$ cat src/rtl/idp_rx_link_07_pkg.sv
// Shared types and helpers for the IDP 7-TSV receive link.
// IBLEN07 sets the decoded data width; it defaults to 14 bits, enough for the largest decodable value.
`ifndef IBLEN07
`define IBLEN07 14
`endif

package idp_link_pkg;

    localparam int IDP_DW   = `IBLEN07;
    localparam int IDP_TSVW = 7;

    // Code-point weight carried by each TSV line; the decoded value is the sum over set lines.
    localparam int IDP_W [IDP_TSVW] = '{2, 7, 23, 89, 244, 1597, 10946};

    typedef enum logic {HUNT, LOCKED} idp_lock_e;

    typedef struct packed {
        logic [IDP_DW-1:0] data;
        logic              err;
    } idp_word_t;

    function automatic logic has_3c(input logic [IDP_TSVW-1:0] code);
        logic hit;
        hit = 1'b0;
        for (int j = 0; j <= IDP_TSVW-3; j++) begin
            if (code[j+:3] == 3'b010 || code[j+:3] == 3'b101) hit = 1'b1;
        end
        return hit;
    endfunction

endpackage

$ cat src/rtl/idp_rx_link_07_if.sv
// Link-side and consumer-side signals of the IDP receive block.
// master drives the TSV codeword and consumer controls; slave is the receiver.
interface idp_rx_link_07_if
    import idp_link_pkg::*;
#(
    parameter int DW   = IDP_DW,
    parameter int TSVW = IDP_TSVW
);
    logic [TSVW-1:0] tsv;
    logic            tsv_valid;
    logic [DW-1:0]   dout_data;
    logic            dout_err;
    logic            dout_valid;
    logic            dout_ready;
    logic            link_up;
    logic            ovf;
    logic            cnt_clr;
    logic [15:0]     word_cnt;
    logic [15:0]     err_cnt;

    modport master (
        output tsv, tsv_valid, dout_ready, cnt_clr,
        input  dout_data, dout_err, dout_valid, link_up, ovf, word_cnt, err_cnt
    );

    modport slave (
        input  tsv, tsv_valid, dout_ready, cnt_clr,
        output dout_data, dout_err, dout_valid, link_up, ovf, word_cnt, err_cnt
    );
endinterface

$ cat src/rtl/idp_rx_link_07_dec.sv
// Combinational IDP decoder: weighted sum of the active TSV lines.
module idp_rx_link_07_dec
    import idp_link_pkg::*;
#(
    parameter int DW   = IDP_DW,
    parameter int TSVW = IDP_TSVW
) (
    input  logic [TSVW-1:0] code_i,
    output logic [DW-1:0]   data_o
);
    always_comb begin
        data_o = '0;
        for (int j = 0; j < TSVW; j++) begin
            if (code_i[j]) data_o = data_o + DW'(IDP_W[j]);
        end
    end
endmodule

$ cat src/rtl/idp_rx_link_07.sv
// IDP 7-TSV receive link: capture, decode, error flagging, lock FSM and output FIFO.
// Define IDP_RX_STATS_EN to build the saturating word_cnt/err_cnt statistics counters.
module idp_rx_link_07
    import idp_link_pkg::*;
#(
    parameter int DW      = IDP_DW,
    parameter int TSVW    = IDP_TSVW,
    parameter int DMAX    = 9999,
    parameter int FIFO_AW = 1,
    parameter int LOCK_N  = 4,
    parameter int ERR_N   = 3
) (
    input  logic             clock,
    input  logic             rst_n,
    idp_rx_link_07_if.slave  bus
);
    localparam int DEPTH = 1 << FIFO_AW;
    localparam int CLW   = $clog2(LOCK_N + 1);
    localparam int ELW   = $clog2(ERR_N + 1);

    logic [TSVW-1:0] s1_code_q;
    logic            s1_v_q;

    always_ff @(posedge clock or negedge rst_n) begin
        if (!rst_n) begin
            s1_code_q <= '0;
            s1_v_q    <= 1'b0;
        end else begin
            s1_v_q <= bus.tsv_valid;
            if (bus.tsv_valid) s1_code_q <= bus.tsv;
        end
    end

    logic [DW-1:0] dec_data;
    logic          cw_err, rng_err, err;

    idp_rx_link_07_dec #(.DW(DW), .TSVW(TSVW)) u_dec (
        .code_i (s1_code_q),
        .data_o (dec_data)
    );

    assign cw_err  = has_3c(s1_code_q);
    assign rng_err = dec_data > DW'(DMAX);
    assign err     = cw_err | rng_err;

    idp_lock_e      state_q, state_d;
    logic [CLW-1:0] cln_q, cln_d;
    logic [ELW-1:0] ecnt_q, ecnt_d;

    always_ff @(posedge clock or negedge rst_n) begin
        if (!rst_n) begin
            state_q <= HUNT;
            cln_q   <= '0;
            ecnt_q  <= '0;
        end else begin
            state_q <= state_d;
            cln_q   <= cln_d;
            ecnt_q  <= ecnt_d;
        end
    end

    always_comb begin
        state_d = state_q;
        cln_d   = cln_q;
        ecnt_d  = ecnt_q;
        if (s1_v_q) begin
            case (state_q)
                HUNT: begin
                    if (err) begin
                        cln_d = '0;
                    end else if (cln_q == CLW'(LOCK_N - 1)) begin
                        state_d = LOCKED;
                        cln_d   = '0;
                    end else begin
                        cln_d = cln_q + 1'b1;
                    end
                end
                LOCKED: begin
                    if (!err) begin
                        ecnt_d = '0;
                    end else if (ecnt_q == ELW'(ERR_N - 1)) begin
                        state_d = HUNT;
                        ecnt_d  = '0;
                        cln_d   = '0;
                    end else begin
                        ecnt_d = ecnt_q + 1'b1;
                    end
                end
                default: state_d = HUNT;
            endcase
        end
    end

    // FIFO with wrap-bit pointers; a push into a full FIFO is accepted only alongside a pop.
    idp_word_t        mem_q [DEPTH];
    idp_word_t        head;
    logic [FIFO_AW:0] wptr_q, rptr_q;
    logic             empty, full, push, pop, push_ok, drop, ovf_q;

    assign empty   = (wptr_q == rptr_q);
    assign full    = (wptr_q[FIFO_AW] != rptr_q[FIFO_AW]) &&
                     (wptr_q[FIFO_AW-1:0] == rptr_q[FIFO_AW-1:0]);
    assign push    = s1_v_q && (state_q == LOCKED);
    assign pop     = !empty && bus.dout_ready;
    assign push_ok = push && (!full || pop);
    assign drop    = push && full && !pop;

    always_ff @(posedge clock) begin
        if (push_ok) mem_q[wptr_q[FIFO_AW-1:0]] <= '{data: dec_data, err: err};
    end

    always_ff @(posedge clock or negedge rst_n) begin
        if (!rst_n) begin
            wptr_q <= '0;
            rptr_q <= '0;
            ovf_q  <= 1'b0;
        end else begin
            if (push_ok) wptr_q <= wptr_q + 1'b1;
            if (pop)     rptr_q <= rptr_q + 1'b1;
            if (bus.cnt_clr)  ovf_q <= 1'b0;
            else if (drop)    ovf_q <= 1'b1;
        end
    end

    assign head           = mem_q[rptr_q[FIFO_AW-1:0]];
    assign bus.dout_data  = empty ? '0 : head.data;
    assign bus.dout_err   = empty ? 1'b0 : head.err;
    assign bus.dout_valid = !empty;
    assign bus.link_up    = (state_q == LOCKED);
    assign bus.ovf        = ovf_q;

`ifdef IDP_RX_STATS_EN
    logic [15:0] word_cnt_q, err_cnt_q;

    always_ff @(posedge clock or negedge rst_n) begin
        if (!rst_n) begin
            word_cnt_q <= '0;
            err_cnt_q  <= '0;
        end else if (bus.cnt_clr) begin
            word_cnt_q <= '0;
            err_cnt_q  <= '0;
        end else begin
            if (push_ok && word_cnt_q != 16'hFFFF) word_cnt_q <= word_cnt_q + 1'b1;
            if (push && err && err_cnt_q != 16'hFFFF) err_cnt_q <= err_cnt_q + 1'b1;
        end
    end

    assign bus.word_cnt = word_cnt_q;
    assign bus.err_cnt  = err_cnt_q;
`else
    assign bus.word_cnt = '0;
    assign bus.err_cnt  = '0;
`endif

endmodule

$ cat src/flat_wrapper.sv
// flat-port wrapper written by rule: the top's interface ports become plain ports
module idp_rx_link_07_flat import idp_link_pkg::*;
#(
    parameter int DW      = IDP_DW,
    parameter int TSVW    = IDP_TSVW,
    parameter int DMAX    = 9999,
    parameter int FIFO_AW = 1,
    parameter int LOCK_N  = 4,
    parameter int ERR_N   = 3
)
  (clock, rst_n, bus_tsv, bus_tsv_valid, bus_dout_ready, bus_cnt_clr, bus_dout_data, bus_dout_err, bus_dout_valid, bus_link_up, bus_ovf, bus_word_cnt, bus_err_cnt);
  idp_rx_link_07_if #(.DW(DW), .TSVW(TSVW)) bus_i ();
  input  logic clock;
  input  logic rst_n;
  input wire logic [$bits(bus_i.tsv)-1:0] bus_tsv;
  input wire logic [$bits(bus_i.tsv_valid)-1:0] bus_tsv_valid;
  input wire logic [$bits(bus_i.dout_ready)-1:0] bus_dout_ready;
  input wire logic [$bits(bus_i.cnt_clr)-1:0] bus_cnt_clr;
  output wire logic [$bits(bus_i.dout_data)-1:0] bus_dout_data;
  output wire logic [$bits(bus_i.dout_err)-1:0] bus_dout_err;
  output wire logic [$bits(bus_i.dout_valid)-1:0] bus_dout_valid;
  output wire logic [$bits(bus_i.link_up)-1:0] bus_link_up;
  output wire logic [$bits(bus_i.ovf)-1:0] bus_ovf;
  output wire logic [$bits(bus_i.word_cnt)-1:0] bus_word_cnt;
  output wire logic [$bits(bus_i.err_cnt)-1:0] bus_err_cnt;
  assign bus_i.tsv = bus_tsv;
  assign bus_i.tsv_valid = bus_tsv_valid;
  assign bus_i.dout_ready = bus_dout_ready;
  assign bus_i.cnt_clr = bus_cnt_clr;
  assign bus_dout_data = bus_i.dout_data;
  assign bus_dout_err = bus_i.dout_err;
  assign bus_dout_valid = bus_i.dout_valid;
  assign bus_link_up = bus_i.link_up;
  assign bus_ovf = bus_i.ovf;
  assign bus_word_cnt = bus_i.word_cnt;
  assign bus_err_cnt = bus_i.err_cnt;
  idp_rx_link_07 #(.DW(DW), .TSVW(TSVW), .DMAX(DMAX), .FIFO_AW(FIFO_AW), .LOCK_N(LOCK_N), .ERR_N(ERR_N)) u_core (.clock(clock), .rst_n(rst_n), .bus(bus_i));
endmodule
$ cat config.mk
export PLATFORM = sky130hd
export DESIGN_NAME = idp_rx_link_07_flat
export DESIGN_NICKNAME = d
export VERILOG_FILES = /design/src/rtl/idp_rx_link_07_pkg.sv /design/src/rtl/idp_rx_link_07_if.sv /design/src/rtl/idp_rx_link_07_dec.sv /design/src/rtl/idp_rx_link_07.sv /design/src/flat_wrapper.sv
export SDC_FILE = /design/constraint.sdc
export NUM_CORES = 1
export LEC_CHECK = 0
export CAP_MARGIN = 20
export CORE_ASPECT_RATIO = 0.75
export CORE_UTILIZATION = 30
export DETAILED_ROUTE_END_ITERATION = 16
export GPL_ROUTABILITY_DRIVEN = 1
export PLACE_DENSITY_LB_ADDON = 0.05
export SETUP_SLACK_MARGIN = 0.4
export SKIP_LAST_GASP = 1
export SLEW_MARGIN = 40
export SYNTH_ARGS = -nofsm -noshare
export SYNTH_HDL_FRONTEND = slang
export SYNTH_HIERARCHICAL = 1
export SYNTH_SLANG_ARGS = --single-unit
$ cat constraint.sdc
create_clock -name clock -period 4.7 [get_ports clock]
set_input_delay 0.47 -clock clock [delete_from_list [all_inputs] [get_ports clock]]
set_output_delay 0.47 -clock clock [all_outputs]
set_load 0.05 [all_outputs]
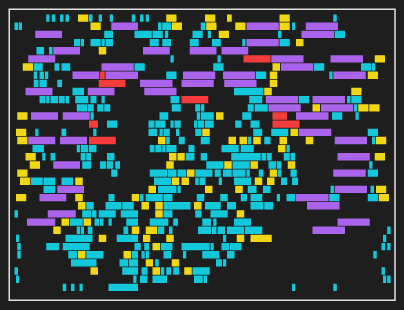
**Above:** run 1 (cells colored by class).
Drawn at 3 px/µm.
| color | class | cells | share of their area |
|---|---|---|---|
| yellow | other buffers and delay cells | 88 | 16% |
| cyan | all other logic | 285 | 50% |
| purple | flip-flops | 49 | 31% |
| red | clock drivers and dummy loads | 8 | 3.4% |

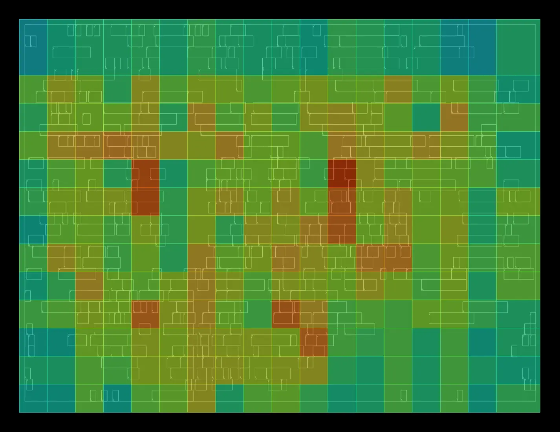
**Above:** run 1 (routing congestion).
GRT met1 Usage: 0.1951
Final Util: 0.4062
Most Used Layer, Global Route: met2
Total Routing Usage GR: 0.1374
average wire per standard cell: 13.41 µm

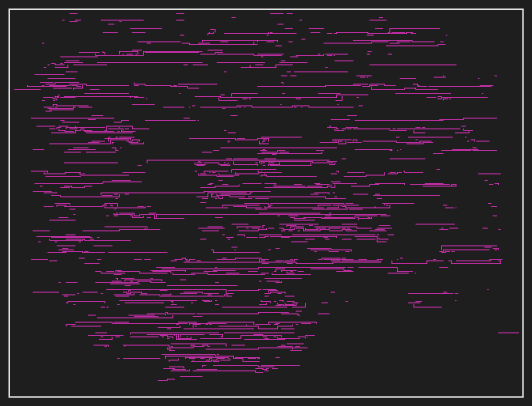
**Above:** run 1 (the metal 1 layer).
Drawn at 4 px/µm.
longest straight run: 57.5 µm
nets with wire on the layer: 377
share of all routed wire: 52%
main direction: horizontal
wire length on this layer: 4120 µm

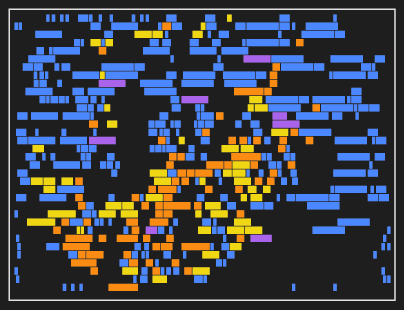
**Above:** run 1 (drive-strength map).
Drawn at 3 px/µm.
| color | size | cells | most used |
|---|---|---|---|
| yellow | drive 2 | 54 | xnor2_2 |
| purple | drive 6 and up | 8 | clkbuf_16 |
| blue | drive 1 or less | 289 | conb_1 |
| orange | drive 3 to 4 | 79 | buf_4 |

==> out/qor.yml, run 1 <==
status: "finished clean"
cp_common_cell: "nor2_2"
reg2reg_slack_ns: 0.38
syn_area_um2: 3575
hold_viol_final: 0
ys_sh_mux: 0.07560
dp.cells: 566
maxCapViolations: 0
yosys.area_share.xor_xnor: 0.09590
warnings: 30
largest_reg_flops: 30
cts_inserted_buffers: 5
r2r-start: "u_core/s1_code_q[1]$_DFFE_PN0P_"
endpoint_kind: "flip-flop"
worstPathRequired_ns: 4.88
fin_ws_ns: 0.3832
edf_count: 30
final_common_cell: "buf_4"
grt_antenna_before_repair: 0
timing.final.crit_period_ns: 4.317
drc: 0
sh_seq_area: 0.2923
cts_hold_buf: 0
die-height_um: 96.54
wl_met2_um: 3523
ys_cells: 349
run 1: how the worst max path moves through the flow:
stage                                        end  slack, ns  cells past startpoint
finish              u_core/ecnt_q[0]$_DFFE_PN0P_       0.38                     21
CTS                 u_core/ecnt_q[1]$_DFFE_PN0P_       0.41                     21
floorplan           u_core/ecnt_q[0]$_DFFE_PN0P_       0.43                     20
detailed placement  u_core/ecnt_q[0]$_DFFE_PN0P_       0.11                     21
global route        u_core/ecnt_q[0]$_DFFE_PN0P_       0.16                     21
global placement    u_core/ecnt_q[1]$_DFFE_PN0P_       0.16                     20
run 1: what timing repair did:
item                                    CTS  global route
endpoints found under the setup margin    8             8
buffers inserted                         12             6
gates resized                            13            19
pin swaps                                14            19
run 1: power by group:
part	internal [µW]	switching, µW
combinational	608	831
sequential	524	58.1
clock	212	152
==> run 2, diff against run 1 <==
HOLD_SLACK_MARGIN = 0.1   (was not set)
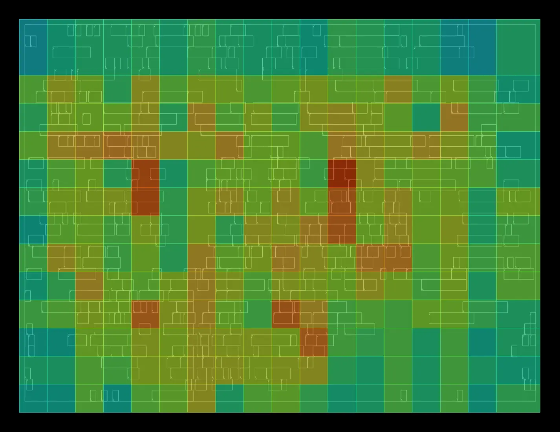
**Above:** run 2 (routing congestion).
met3 Use GR: 0.02863
met2 capacity usage during global routing: 0.2165

==> out/qor.yml, run 2 <==
warnings: 30  # unchanged
status: "finished clean"
largest_reg_flops: 30  # unchanged
p_clk_uw: 364  # about the same
whs_ns: 0.1146
endpoint_kind: "flip-flop"
top_usage_layer: "met2"
reg2reg_slack_ns: 0.38  # about the same
cts_inserted_buffers: 5  # unchanged
pwr-share-clk: 0.153  # about the same
comb_power_share: 0.604  # about the same
cts_hold_buf: 0  # unchanged
comb_power_uw: 1440  # about the same
fin_ws_ns: 0.3832  # unchanged
maxCapViolations: 0  # unchanged
maxPowerGroup: "combinational cells"
p_seq_frac: 0.244  # about the same
internal-power_uw: 1344  # unchanged
dp.cells: 566  # unchanged
drc: 0  # unchanged
fp.dieW_um: 128.0
routedWlPerCell_um: 13.41  # unchanged
sh_seq_area: 0.2923  # unchanged
timing.final.crit_period_ns: 4.317  # unchanged
postLayoutCoreUtil: 0.4062  # unchanged
wl_met2_um: 3523  # unchanged
r2r-start: "u_core/s1_code_q[1]$_DFFE_PN0P_"
path_depth: 21  # unchanged
grt_antenna_before_repair: 0  # unchanged
use_met1: 0.1951  # unchanged
ys_cells: 349  # unchanged
p_seq_uw: 582  # about the same
clkCellAreaFrac: 0.03236
die-height_um: 96.54  # unchanged
edf_count: 30  # unchanged
switchingPower_uw: 1042  # unchanged
run 2: cell counts in the layout (fill, tap and decap cells not counted):
No cell type changed its count.
run 2: cells by family after synthesis:
kind of cell / Yosys count / share of synthesized area
adder cells (fa/ha/maj): 9 / 0.03150
flip-flops: 49 / 0.3850
AND/OR/NAND/NOR: 104 / 0.1673
XOR/XNOR: 34 / 0.09591
AND-OR/OR-AND: 61 / 0.1278
multiplexers: 26 / 0.07560
other: 1 / 0.001049
buffers and inverters: 65 / 0.1158
run 2: what timing repair did:
item                       CTS  global route
resized                     13            19
setup endpoints to repair    8             8
setup buffers               12             6
pin swaps                   14            19
Power figures rest on the tool's default switching activity, not on a simulated workload.
